Run 1, placed standard cells:
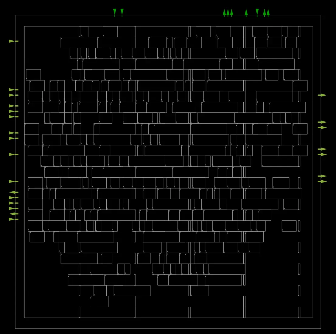
Run 1, wires at chosen ports, followed through buffers:
Scale bar: 20 um.
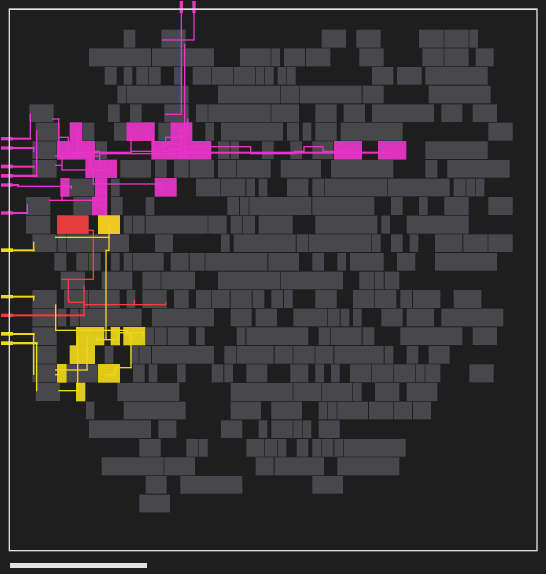
Run 1, cell sizes after repair:
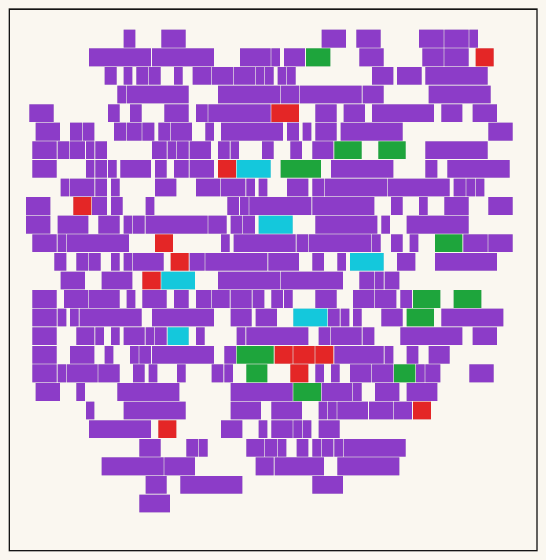
==> config.mk <==
export PLATFORM = sky130hd
export DESIGN_NAME = norestore_seq_divider
export DESIGN_NICKNAME = d
export VERILOG_FILES = /design/src/rtl/norestore_pkg.sv /design/src/rtl/norestore_step.sv /design/src/rtl/norestore_seq_divider.sv
export SDC_FILE = /design/constraint.sdc
export NUM_CORES = 1
export LEC_CHECK = 0
export CAP_MARGIN = 10
export CORE_AREA = 2 2 75 77
export DETAILED_ROUTE_END_ITERATION = 16
export DIE_AREA = 0 0 77 79
export PLACE_DENSITY = 0.73
export SETUP_SLACK_MARGIN = 0.05
export SLEW_MARGIN = 10
export SYNTH_ARGS = -nofsm -noshare
export SYNTH_HDL_FRONTEND = slang
export SYNTH_SLANG_ARGS = --single-unit
export TNS_END_PERCENT = 30
==> constraint.sdc <==
create_clock -name clk -period 2.4 [get_ports clk]
set_input_delay 0.36 -clock clk [delete_from_list [all_inputs] [get_ports clk]]
set_output_delay 0.36 -clock clk [all_outputs]
set_load 0.005 [all_outputs]
==> results.txt, run 1 <==
Physical implementation status

After detailed routing, the number of remaining DRC violations is 0. Per the post-run analysis, buffers plus inverters along the critical path come to 1. The count of nets left with antenna violations once routing finished came out at 0. The post-placement cell count stands at 368. The clock buffer instance count of the final layout stands at 5. The post-synthesis mux area share stands at 6.30%.

Counting distinct cell types in the post-synthesis netlist gives 36. The met3 track demand over resource in global routing stands at 4.09%. The library cell used most frequently in the layout, excluding fill and tap cells, is dfrtp_1. The count of non-CTS inverters in the layout stands at 23.

The area growth from synthesis to layout stands at 21.2%. After detailed placement, the total cell area comes to 0.00294 sq mm. The met3 wirelength from detailed routing stands at 226 um. Entering global routing, the biggest net connects 43 pins.

The share of synthesized area occupied by flip-flops and latches stands at 41.6%. The area taken by flip-flops and latches stands at 0.00105 sq mm. The routed design could run at a clock period as short as 2.31 ns. The internal cell power stands at 2.29 mW. After the flow finishes, the layout carries non-filler instances totaling 378. The setup TNS stands at 0 ns. After detailed routing, the average wire length per cell comes to 14.1 um. Among all flip-flop cells after synthesis, the most frequent one is dfrtp_1. The later pin in the worst-skew pair is clocked with a latency of 0.30 ns. The met2 routed wirelength stands at 2.41 mm. Once the floorplan was initialized, standard cells occupied 47.3% of the core.

The last weighted congestion value of the routability-driven placer stands at 0.826. The relative slew slack stands at 56.9%. The number of cell instances after yosys synthesis stands at 268.

The wire length after detailed routing stands at 5.32 mm. The area occupied by multi-input gates stands at 0.00135 sq mm. The flip-flop and latch count after synthesis stands at 42. The area fraction of the largest cell type after synthesis is 41.6%. Before antenna repair, the detailed router went through 4 iterations. For the worst setup path, the data arrival time is 2.50 ns.

Sorting the synthesized cells by how often they occur yields dfrtp_1, nand2_1, o21ai_0, inv_1, ha_1. Counting every instance in the synthesized netlist gives 268. The die boundary height stands at 79 um. The net count after synthesis stands at 305. The via count of the first global-routing pass is 2,005. The cell depth of the worst setup path stands at 10.

The run finished with clean final reports. Among all cell types in the netlist, the one instantiated most often is dfrtp_1. The synthesized design contains 0 enable-type register cells. For reference, compound AND-OR and OR-AND cells occupy 17.5% of the area reported after synthesis. Summing over the stages, the warning tally comes to 30. The critical path is of the flop to flop type. After clock tree synthesis, the flow added hold-fix buffers numbering 0. The switching power stands at 1.60 mW. The cell family contributing the most delay on the critical path is adder cells. The via density per instance stands at 5.44. The type recorded for the worst min-delay path is primary input to asynchronous set/reset pin.

Setup repair after global routing could not meet its margin everywhere. Of the total synthesized cell area, the portion taken by AND, OR, NAND and NOR gates is 11.6%. The H-tree was split into 2 levels.

The synthesized design spends more area on one cell type than any other, namely dfrtp_1. The highest net fanout along the worst path stands at 2. The delay contributed by the slowest stage of the critical path stands at 0.40 ns. Per the final timing report, the hold violations number 0. The mean instance size in the synthesized netlist stands at 9.42 sq um. The pre-CTS worst setup slack stands at 0.0829 ns.

Global routing used 19.5% of the available tracks across all layers. The number of max-cap violations stands at 0. Global route summary, busiest routing layer listed as met2. TritonCTS built the clock tree. Per the final layout report, the fraction of cells sized above drive strength 1 comes to 10.1%. After layout, the design draws a total of 3.89 mW.

The leakage component of the power stands at 1.39 nW. The core utilization of the finished layout stands at 57.3%. The floorplan step defined a core boundary enclosing 0.00534 sq mm. The main area contributors are dfrtp_1, ha_1, o21ai_0. Multi-input combinational cells in the finished layout were counted as 192. The die covers 0.00608 sq mm.

The synthesized chip area reported by yosys stands at 0.00252 sq mm. The cell area after technology mapping stands at 0.00252 sq mm. The power report attributes to the combinational group a share of 52.8%. STA classifies the critical path startpoint as a flop. The number of diodes added for antenna fixing stands at 0.

The tree is rooted in a clkbuf_8. By area, the combinational part of the netlist is dominated by AND-OR/OR-AND gates. Looking at the VDD voltage map, the peak drop is 0.792 mV.
Notes on 'placed standard cells' above:
flip-flops: 42
# Taps: 72
count of filler cells inserted in the layout: 505
number of placement rows: 27
sequential fraction of total cell area: 34.4%

Notes on 'wires at chosen ports, followed through buffers' above:
| colour | port | bits | direction | edge | end cells | buffers | wire |
|---|---|---|---|---|---|---|---|
| magenta | `dividend` | 8 | input | 6 left, 2 top | 21 | 8 | 259 um |
| red | `in_ready` | 1 | output | left | 1 | 1 | 46.3 um |
| yellow | `divisor` | 4 | input | left | 9 | 4 | 107 um |
io pins: 32
port bufs: 31

Notes on 'cell sizes after repair' above:
| colour | size | cells | share |
|---|---|---|---|
| purple | drive 1 or less | 275 | 90% |
| cyan | drive 6 and up | 6 | 2.0% |
| green | drive 2 | 12 | 3.9% |
| red | drive 3 to 4 | 13 | 4.2% |
post-route cell area: 0.00306 sq mm
final worst-path setup slack: 0.0910 ns

## run 1: timing repair
| item | CTS | global route |
|---|---|---|
| endpoints found under the setup margin | 1 | 3 |
| setup buffers | 1 | 1 |
| resized | 1 | 4 |
## run 1: power by group through the flow
stage / Sequential, mW / Combinational [mW] / Clock (mW)
2_1_floorplan: 1.26 / 1.42 / 0
3_3_place_gp: 1.34 / 1.95 / 0
3_5_place_dp: 1.36 / 2.02 / 0
4_1_cts: 1.35 / 2.04 / 0.483
5_1_grt: 1.41 / 2.34 / 0.524
6_report: 1.36 / 2.05 / 0.478
## run 1: tightest hold or removal path, cell delays in order
cell and delay, ns:
clkdlybuf4s50_1 0.39, inv_1 0.05, buf_4 0.44
==> run 2: changes to the inputs <==
--- a/config.mk
+++ b/config.mk
@@ -5,10 +5,11 @@
 export SDC_FILE = /design/constraint.sdc
 export NUM_CORES = 1
 export LEC_CHECK = 0
+export ABC_AREA = 1
 export CAP_MARGIN = 10
-export CORE_AREA = 2 2 75 77
+export CORE_AREA = 2 2 76 78
 export DETAILED_ROUTE_END_ITERATION = 16
-export DIE_AREA = 0 0 77 79
+export DIE_AREA = 0 0 78 80
 export PLACE_DENSITY = 0.73
 export SETUP_SLACK_MARGIN = 0.05
 export SLEW_MARGIN = 10
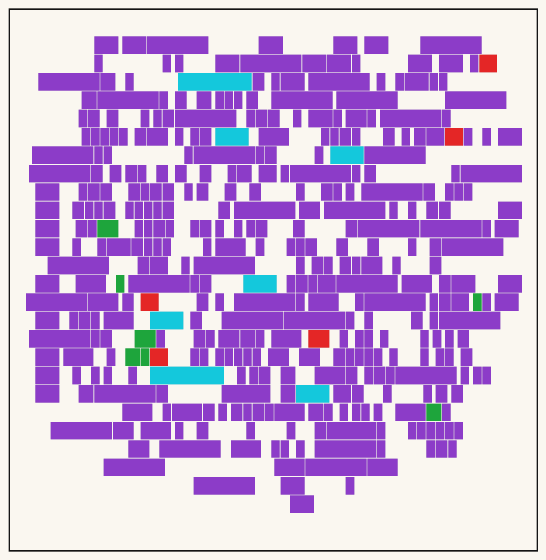
Run 2: cell sizes after repair
| colour | size | cells | share |
|---|---|---|---|
| green | drive 2 | 7 | 1.8% |
| purple | drive 1 or less | 363 | 95% |
| cyan | drive 6 and up | 7 | 1.8% |
| red | drive 3 to 4 | 5 | 1.3% |
area overhead of the layout relative to synthesis: 20.0%
count of plain and timing-repair buffers: 35
final worst-path setup slack: 0.280 ns
post-route cell area: 0.00313 sq mm

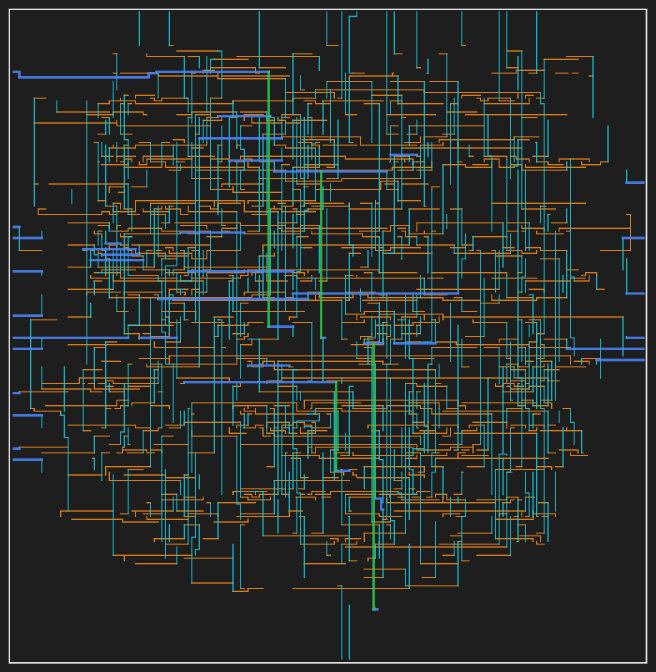
Run 2: signal wires by layer
| colour | layer | wire length |
|---|---|---|
| blue | met3 | 255 um |
| green | met4 | 95.2 um |
| cyan | met2 | 2,650 um |
| orange | met1 | 2,850 um |
overall fraction of global-route tracks in use: 20.6%
vias after detailed routing: 2,345
mean routed wirelength per cell: 12.9 um
wirelength, routed: 5.85 mm

==> run 2 against run 1 <==
Highest routed layer unchanged. Largest cell class unchanged. Die size up 2.6%. Largest power group unchanged. Setup slack better by 0.19 ns. Sequential power down 4%. Non-clock buffer count down 6. Utilization up 0.58 points.
==> results.txt, run 2 <==
Physical implementation status

Result of the run: complete, no violations (unchanged). The net count after synthesis came to 384 (was 305). The post-synthesis share of cell area spent on and, or, nand and nor gates stands at 23.5% (was 11.6%). The remaining antenna violation count was 0 (unchanged). The cell type contributing the most total cell area after synthesis is dfrtp_1 (unchanged).

The core utilization of the finished layout stands at 57.9% (was 57.3%). The pre-CTS worst setup slack was 0.267 ns (was 0.0829 ns). The fraction of power consumed by combinational cells stands at 54.2% (was 52.8%). The power consumed by combinational cells is 2.35 mW (was 2.05 mW). The number of cell instances after yosys synthesis stands at 347 (was 268). The internal cell power stands at 2.49 mW (was 2.29 mW). The switching power stands at 1.85 mW (was 1.60 mW). The number of max-cap violations was 0 (unchanged).

The number of buffers inserted for hold repair after clock tree synthesis stands at 0 (unchanged). The largest family of logic cells by area is simple AND/OR/NAND/NOR gates (was AND-OR/OR-AND gates). The path class of the lowest-slack min-delay path is primary input to asynchronous set/reset pin (unchanged). The number of non-filler instances in the completed layout stands at 454 (was 378).

The last weighted congestion value of the routability-driven placer stands at 0.924 (was 0.826). The sequential group power came to 1.31 mW (was 1.36 mW). The share of the synthesized area in the top cell type stands at 40.3% (was 41.6%). The residual DRC count stands at 0 (unchanged).

The via count of the first global-routing pass stands at 2,220 (was 2,005). The number of gates given a new drive strength after cts stands at 0 (was 1). The core utilization at floorplan is 48.2% (was 47.3%). The setup TNS stands at 0 ns (unchanged). The number of well taps stands at 72 (unchanged).

The insertion delay at the late pin of the worst-skew pair was 0.30 ns (about the same). The stage-log warning count came to 29 (was 30). The area occupied by multi-input gates was 0.00131 sq mm (was 0.00135 sq mm).

The post-synthesis mux area share came to 0% (was 6.30%). The number of top-level design ports stands at 32 (unchanged). The most instantiated library cell after synthesis was nand2_1 (was dfrtp_1). The via density per instance stands at 5.17 (was 5.44). The post-CTS setup repair buffer count came to 0 (was 1).

The fill cell instance count of the final layout came to 516 (was 505). The flip-flop and latch count after synthesis is 42 (unchanged). Top cells by area in the synthesized netlist: dfrtp_1, nand2_1, ha_1 (was dfrtp_1, ha_1, o21ai_0). The area taken by flip-flops and latches was 0.00105 sq mm (unchanged). The number of buffer and inverter stages on the critical path stands at 3 (was 1).

The sequential cell area share is 33.6% (was 34.4%). The buffer type at the clock tree root was clkbuf_8 (unchanged). The post-synthesis cell count is 347 (was 268). The delay contributed by the slowest stage of the critical path is 0.42 ns (was 0.40 ns).

The cell area after technology mapping stands at 0.00261 sq mm (was 0.00252 sq mm). The floorplan core area came to 0.00541 sq mm (was 0.00534 sq mm). The power after layout was 4.34 mW (was 3.89 mW).

The count of non-CTS inverters in the layout came to 53 (was 23). The largest net degree at the start of global routing was 43 (unchanged). The ratio of cells with drive above 1 in the final layout was 4.97% (was 10.1%). The mean instance size in the synthesized netlist stands at 7.51 sq um (was 9.42 sq um).

The site row count stands at 27 (unchanged). The highest net fanout along the worst path stands at 4 (was 2). The start-to-end type of the worst setup path is flop to flop (unchanged). The multi-input combinational cell count was 244 (was 192). The time the final worst path needs with I/O delays and setup is 2.12 ns (was 2.31 ns). The CTS H-tree depth is 2 (unchanged). The synthesized chip area reported by yosys stands at 0.00261 sq mm (was 0.00252 sq mm). The clock tree from TritonCTS is yes (unchanged). The sequential cell count stands at 42 (unchanged). The most frequently used flop master after synthesis is dfrtp_1 (unchanged). The number of distinct library cells after synthesis came to 29 (was 36). The largest delay contributor family on the critical path was adder cells (unchanged).

The total clock network power is 0.675 mW (was 0.478 mW). The data arrival time of the critical path is 2.30 ns (was 2.50 ns). The count of library flops with an enable pin is 0 (unchanged). The largest vdd supply drop came to 0.835 mV (was 0.792 mV). The clock buffer instance count of the final layout stands at 5 (unchanged). The number of diodes added for antenna fixing stands at 0 (unchanged). The post-placement cell count stands at 446 (was 368). The area fraction in compound gates after synthesis was 14.9% (was 17.5%).
-- run 2: cell count changes after synthesis, sizes merged, moves of 4 or more --
cell,previous run,this run
mux2,7,0
nand3,3,30
xnor2,10,3
xor2,11,2
o31ai,4,0
o22ai,0,5
inv,23,53
o211ai,0,4
mux2i,8,0
o22a,7,0
clkbuf,10,4
nand2,37,80
nor2,8,38
-- run 2: routing by layer --
layer | up-vias | GRT usage, % | wire length [um]
met5 | - | 0 | 0
met3 | 8 | 3.73 | 255
met1 | 1082 | 28.1 | 2850
met4 | 0 | 6.14 | 95
li1 | 1196 | - | -
met2 | 59 | 33.4 | 2650
-- run 2: logic make-up after synthesis --
family | after synthesis
AOI/OAI and AO/OA | 68
xor gates and xnor gates | 5
adders and majority gates | 20
buffers and inverters | 61
DFF | 42
and+or+nand+nor | 151
Power figures rest on the tool's default switching activity, not on a simulated workload.
